### config.mk
export PLATFORM = sky130hd
export DESIGN_NAME = ssd_bcd_counter_mux
export DESIGN_NICKNAME = d
export VERILOG_FILES = /design/src/rtl/ssd_pkg.sv /design/src/rtl/ssd_decoder.sv /design/src/rtl/ssd_bcd_counter_mux.sv
export SDC_FILE = /design/constraint.sdc
export NUM_CORES = 1
export LEC_CHECK = 0
export ABC_AREA = 1
export CAP_MARGIN = 15
export CORE_MARGIN = 5
export CORE_UTILIZATION = 25
export DETAILED_ROUTE_END_ITERATION = 16
export GPL_ROUTABILITY_DRIVEN = 0
export GPL_TIMING_DRIVEN = 0
export PLACE_DENSITY = 0.54
export SETUP_SLACK_MARGIN = 0.4
export SLEW_MARGIN = 10
export SYNTH_ARGS = -nofsm -noshare
export SYNTH_HDL_FRONTEND = slang
export SYNTH_SLANG_ARGS = --single-unit
### constraint.sdc
create_clock -name i_clk -period 2.4 [get_ports i_clk]
set_clock_uncertainty 0.15 [all_clocks]
set_input_delay 0.48 -clock i_clk [delete_from_list [all_inputs] [get_ports i_clk]]
set_output_delay 0.48 -clock i_clk [all_outputs]
set_load 0.01 [all_outputs]
### src/rtl/ssd_pkg.sv
// Shared types and segment constants for the multiplexed BCD display counter.
// Segment order is {g,f,e,d,c,b,a}, active-low (common-anode display).
package ssd_pkg;

  // One BCD digit; legal values are 0..9.
  typedef logic [3:0] bcd_digit_t;

  // Active-low segment vector {g,f,e,d,c,b,a}.
  typedef logic [6:0] seg_t;

  localparam seg_t SEG_0     = 7'b1000000;
  localparam seg_t SEG_1     = 7'b1111001;
  localparam seg_t SEG_2     = 7'b0100100;
  localparam seg_t SEG_3     = 7'b0110000;
  localparam seg_t SEG_4     = 7'b0011001;
  localparam seg_t SEG_5     = 7'b0010010;
  localparam seg_t SEG_6     = 7'b0000010;
  localparam seg_t SEG_7     = 7'b1111000;
  localparam seg_t SEG_8     = 7'b0000000;
  localparam seg_t SEG_9     = 7'b0010000;
  localparam seg_t SEG_ERR   = 7'b0000110;  // 'E' for non-BCD codes
  localparam seg_t SEG_BLANK = 7'b1111111;  // all segments off

endpackage

### src/rtl/ssd_decoder.sv
// Combinational BCD to seven-segment decoder, active-low outputs.
// Codes 10..15 cannot occur from the counter but still decode to 'E'.
module ssd_decoder
  import ssd_pkg::*;
(
  input  bcd_digit_t i_digit,
  output seg_t       o_seg
);

  // Digit lookup; default covers the non-BCD codes.
  always_comb begin
    o_seg = SEG_ERR;
    case (i_digit)
      4'd0:    o_seg = SEG_0;
      4'd1:    o_seg = SEG_1;
      4'd2:    o_seg = SEG_2;
      4'd3:    o_seg = SEG_3;
      4'd4:    o_seg = SEG_4;
      4'd5:    o_seg = SEG_5;
      4'd6:    o_seg = SEG_6;
      4'd7:    o_seg = SEG_7;
      4'd8:    o_seg = SEG_8;
      4'd9:    o_seg = SEG_9;
      default: o_seg = SEG_ERR;
    endcase
  end

endmodule

### src/rtl/ssd_bcd_counter_mux.sv
// Multi-digit BCD up/down counter with prescaler, wrap pulse and a
// time-multiplexed common-anode seven-segment display driver.
// Optional build macro SSD_LEADING_ZERO_BLANK_EN blanks leading zero digits
// (digit 0 is never blanked); it only changes o_count_ssd.
module ssd_bcd_counter_mux
  import ssd_pkg::*;
#(
  parameter int unsigned DIGITS      = 4,
  parameter int unsigned PRESCALE    = 1,
  parameter int unsigned REFRESH_DIV = 1024
) (
  input  logic                  i_clk,
  input  logic                  i_rst_n,
  input  logic                  i_enable,
  input  logic                  i_up_down,
  input  logic                  i_clear,
  output logic [4*DIGITS-1:0]   o_count_bcd,
  output logic                  o_wrap,
  output logic [6:0]            o_count_ssd,
  output logic [DIGITS-1:0]     o_digit_sel
);

  localparam int unsigned PW = (PRESCALE > 1) ? $clog2(PRESCALE) : 1;
  localparam int unsigned RW = (REFRESH_DIV > 1) ? $clog2(REFRESH_DIV) : 1;
  localparam int unsigned IW = (DIGITS > 1) ? $clog2(DIGITS) : 1;

  localparam logic [PW-1:0]     PRESC_LAST   = PW'(PRESCALE - 1);
  localparam logic [RW-1:0]     REFRESH_LAST = RW'(REFRESH_DIV - 1);
  localparam logic [IW-1:0]     IDX_LAST     = IW'(DIGITS - 1);
  localparam logic [DIGITS-1:0] SEL_RESET    = ~DIGITS'(1);

  // Prescaler
  logic [PW-1:0] r_presc;
  logic          w_tick;

  // Counter
  bcd_digit_t [DIGITS-1:0] r_count;
  bcd_digit_t [DIGITS-1:0] w_count_step;
  logic                    w_roll;
  logic                    r_wrap;

  // Scan
  logic [RW-1:0] r_refresh;
  logic          w_refresh_end;
  logic [IW-1:0] r_idx;
  logic [IW-1:0] w_idx_next;

  // Display path
  logic [DIGITS-1:0] w_digit_sel_next;
  logic [DIGITS-1:0] r_digit_sel;
  bcd_digit_t        w_digit_mux;
  seg_t              w_dec_seg;
  logic [DIGITS-1:0] w_blank;
  logic              w_blank_sel;
  seg_t              w_ssd_next;
  seg_t              r_ssd;

  assign w_tick        = (r_presc == PRESC_LAST);
  assign w_refresh_end = (r_refresh == REFRESH_LAST);

  // Free-running prescaler; clear realigns it so the next tick is PRESCALE clocks away.
  always_ff @(posedge i_clk or negedge i_rst_n) begin
    if (!i_rst_n) begin
      r_presc <= '0;
    end else if (i_clear || w_tick) begin
      r_presc <= '0;
    end else begin
      r_presc <= r_presc + 1'b1;
    end
  end

  // BCD +/-1 with ripple carry/borrow; w_roll ends high only when every digit rolled.
  always_comb begin
    w_roll = 1'b1;
    for (int i = 0; i < int'(DIGITS); i++) begin
      w_count_step[i] = r_count[i];
      if (w_roll) begin
        if (i_up_down) begin
          if (r_count[i] >= 4'd9) begin
            w_count_step[i] = 4'd0;
          end else begin
            w_count_step[i] = r_count[i] + 4'd1;
            w_roll          = 1'b0;
          end
        end else begin
          if (r_count[i] == 4'd0) begin
            w_count_step[i] = 4'd9;
          end else begin
            w_count_step[i] = r_count[i] - 4'd1;
            w_roll          = 1'b0;
          end
        end
      end
    end
  end

  // Count register and one-cycle wrap pulse; clear beats a coincident tick.
  always_ff @(posedge i_clk or negedge i_rst_n) begin
    if (!i_rst_n) begin
      r_count <= '0;
      r_wrap  <= 1'b0;
    end else if (i_clear) begin
      r_count <= '0;
      r_wrap  <= 1'b0;
    end else if (w_tick && i_enable) begin
      r_count <= w_count_step;
      r_wrap  <= w_roll;
    end else begin
      r_wrap  <= 1'b0;
    end
  end

  // Refresh counter sets how long each digit stays selected.
  always_ff @(posedge i_clk or negedge i_rst_n) begin
    if (!i_rst_n) begin
      r_refresh <= '0;
    end else if (w_refresh_end) begin
      r_refresh <= '0;
    end else begin
      r_refresh <= r_refresh + 1'b1;
    end
  end

  // Next scan index; a single-digit display never moves.
  always_comb begin
    w_idx_next = r_idx;
    if (DIGITS == 1) begin
      w_idx_next = '0;
    end else if (w_refresh_end) begin
      w_idx_next = (r_idx == IDX_LAST) ? '0 : r_idx + 1'b1;
    end
  end

  // Scan index register.
  always_ff @(posedge i_clk or negedge i_rst_n) begin
    if (!i_rst_n) begin
      r_idx <= '0;
    end else begin
      r_idx <= w_idx_next;
    end
  end

  // Select the digit that will be shown after the edge and its one-cold anode vector.
  always_comb begin
    w_digit_mux      = '0;
    w_digit_sel_next = '1;
    for (int i = 0; i < int'(DIGITS); i++) begin
      if (w_idx_next == IW'(i)) begin
        w_digit_mux         = r_count[i];
        w_digit_sel_next[i] = 1'b0;
      end
    end
  end

  ssd_decoder u_decoder (
    .i_digit (w_digit_mux),
    .o_seg   (w_dec_seg)
  );

`ifdef SSD_LEADING_ZERO_BLANK_EN
  logic w_zero_run;

  // Digit i>0 blanks when it and every higher digit are zero.
  always_comb begin
    w_blank    = '0;
    w_zero_run = 1'b1;
    for (int i = int'(DIGITS) - 1; i >= 1; i--) begin
      w_zero_run = w_zero_run & (r_count[i] == 4'd0);
      w_blank[i] = w_zero_run;
    end
  end
`else
  // Every digit is decoded, leading zeros included.
  always_comb begin
    w_blank = '0;
  end
`endif

  assign w_blank_sel = |(w_blank & ~w_digit_sel_next);
  assign w_ssd_next  = w_blank_sel ? SEG_BLANK : w_dec_seg;

  // Segments and anodes registered together so they never disagree.
  always_ff @(posedge i_clk or negedge i_rst_n) begin
    if (!i_rst_n) begin
      r_digit_sel <= SEL_RESET;
      r_ssd       <= SEG_0;
    end else begin
      r_digit_sel <= w_digit_sel_next;
      r_ssd       <= w_ssd_next;
    end
  end

  assign o_count_bcd = r_count;
  assign o_wrap      = r_wrap;
  assign o_count_ssd = r_ssd;
  assign o_digit_sel = r_digit_sel;

endmodule

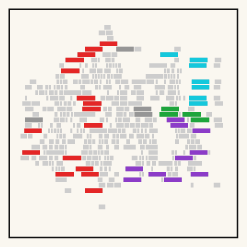
Fig. 1. Register map, names as in the netlist.
Scale: 2 px per µm. Other sequential cells in the stronger gray, the rest of the logic in the fainter gray.
purple -> `r_refresh`  # sequential cells 10
cyan -> `o_count_ssd`  # sequential cells 7
red -> `o_count_bcd`  # sequential cells 16
green -> `o_digit_sel`  # sequential cells 4, where east
FF+latch area: 1040 µm²
power consumed by sequential cells: 731 µW
sequential cell area share: 27.0%
final core utilization: 37.1%

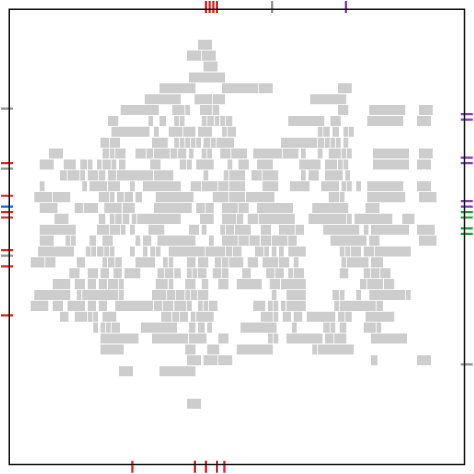
Fig. 2. Pin map.
Scale: 4 px per µm. Pins as bars across the die edge, other pins in gray.
blue -> `i_up_down`  # pins 1, direction input, edge west
green -> `o_digit_sel`  # pins 4, direction output, edge east
purple -> `o_count_ssd`  # pins 7, direction output, edge 6 east, 1 north
red -> `o_count_bcd`  # pins 16, direction output, edge 7 west, 5 south, 4 north
all pins by edge = 11 west, 11 east, 6 north, 5 south
vertical die size: 113 µm
horizontal die dimension: 113 µm
Buffers on Ports: 32

==> out/summary.json <==
{
  "outcome": "complete, no violations",
  "routed_wire_length_per_instance_um": 12.3,
  "hold_slack_ns": 0.363,
  "critical_path.max_fanout": 7,
  "yosys_most_used_dff": "sky130_fd_sc_hd__dfrtp_1",
  "ys_ff": 41,
  "openroad.warnings": 41,
  "syn_to_final_growth_pct": 44.0,
  "clk_cell_area_share_pct": 3.12,
  "timing.final.max_slew_violations": 0,
  "irDropWorstVdd_mv": 0.268,
  "gr-usage-met1_pct": 13.7,
  "grt_start_max_net_pins": 30,
  "floorplan.rows": 37,
  "met3_usage_pct": 2.44,
  "cts_inserted_buffers": 5,
  "drv_cap": 0,
  "ys_top_cells_by_count": "sky130_fd_sc_hd__nand2_1 (44), sky130_fd_sc_hd__nor2_1 (42), sky130_fd_sc_hd__inv_1 (41)",
  "largestClassByArea": "multi-input combinational cells",
  "cts.htree.levels": 2,
  "netlist_top_cells_area": "sky130_fd_sc_hd__dfrtp_1 (35%), sky130_fd_sc_hd__ha_1 (8.9%), sky130_fd_sc_hd__nand2_1 (6.2%)",
  "startpoint": "r_refresh[0]",
  "synth.top_cell.area_share_pct": 34.6,
  "clock_path_buffers": 2,
  "slowest_stage": "sky130_fd_sc_hd__dfrtp_1",
  "min-delay-path-class": "reg -> reg",
  "critPathBufInv": 1,
  "global_route.usage.met2_pct": 16.7,
  "crit_path_end": "o_count_ssd[1]",
  "hp-start": "r_refresh[2]",
  "tritoncts_clock_tree": "done",
  "r2r.worst_path.cells": 14,
  "detailroute.via_count": 2436,
  "ff_count": 41,
  "signal_buffers": 76,
  "placed_cells": 488,
  "nFillCells": 1068,
  "postSynthCellCount": 319
}
layout by cell type, fill, tap and decap left out, types with 5 or more instances in the layout:
master / instances
sky130_fd_sc_hd__a21oi_1: 11
sky130_fd_sc_hd__clkbuf_8: 6
sky130_fd_sc_hd__dlymetal6s2s_1: 7
sky130_fd_sc_hd__nor2_4: 15
sky130_fd_sc_hd__xor2_1: 10
sky130_fd_sc_hd__o22ai_1: 7
sky130_fd_sc_hd__nand4_1: 7
sky130_fd_sc_hd__nand3_1: 19
sky130_fd_sc_hd__nand2_4: 5
sky130_fd_sc_hd__dfrtp_1: 29
sky130_fd_sc_hd__buf_4: 42
sky130_fd_sc_hd__nand2_2: 15
sky130_fd_sc_hd__inv_1: 34
sky130_fd_sc_hd__nand2_1: 34
sky130_fd_sc_hd__nor2_1: 35
sky130_fd_sc_hd__o21ai_0: 9
sky130_fd_sc_hd__dfrtp_2: 8
sky130_fd_sc_hd__ha_1: 12
sky130_fd_sc_hd__inv_2: 9
sky130_fd_sc_hd__clkdlybuf4s50_1: 22
sky130_fd_sc_hd__nand3_2: 5
sky130_fd_sc_hd__ha_4: 5
repair_timing:
action | 4_1_cts | 5_1_grt
setup endpoints to repair | 23 | 30
hold buffers | 1 | 0
gates resized | 24 | 44
hold endpoints to repair | 12 | 0
setup buffers | 24 | 17
pin swaps | 19 | 18
logic make-up after synthesis:
family	after synthesis	synth area share [%]
AND/OR/NAND/NOR	153	30.9
buffers and inverters	47	6.60
AND-OR/OR-AND	46	11.0
flip-flops	41	38.6
adder cells (fa/ha/maj)	19	8.89
XOR/XNOR	12	3.93
other	1	0.140
worst register-to-register path, delay by kind of cell, from the launching register on:
family        cells  cell delay (ns)
simple gates     11             1.14
flops             1             0.36
fa+ha+maj         2             0.47
buf+inv           1             0.09
Power and IR drop assume default switching activity.
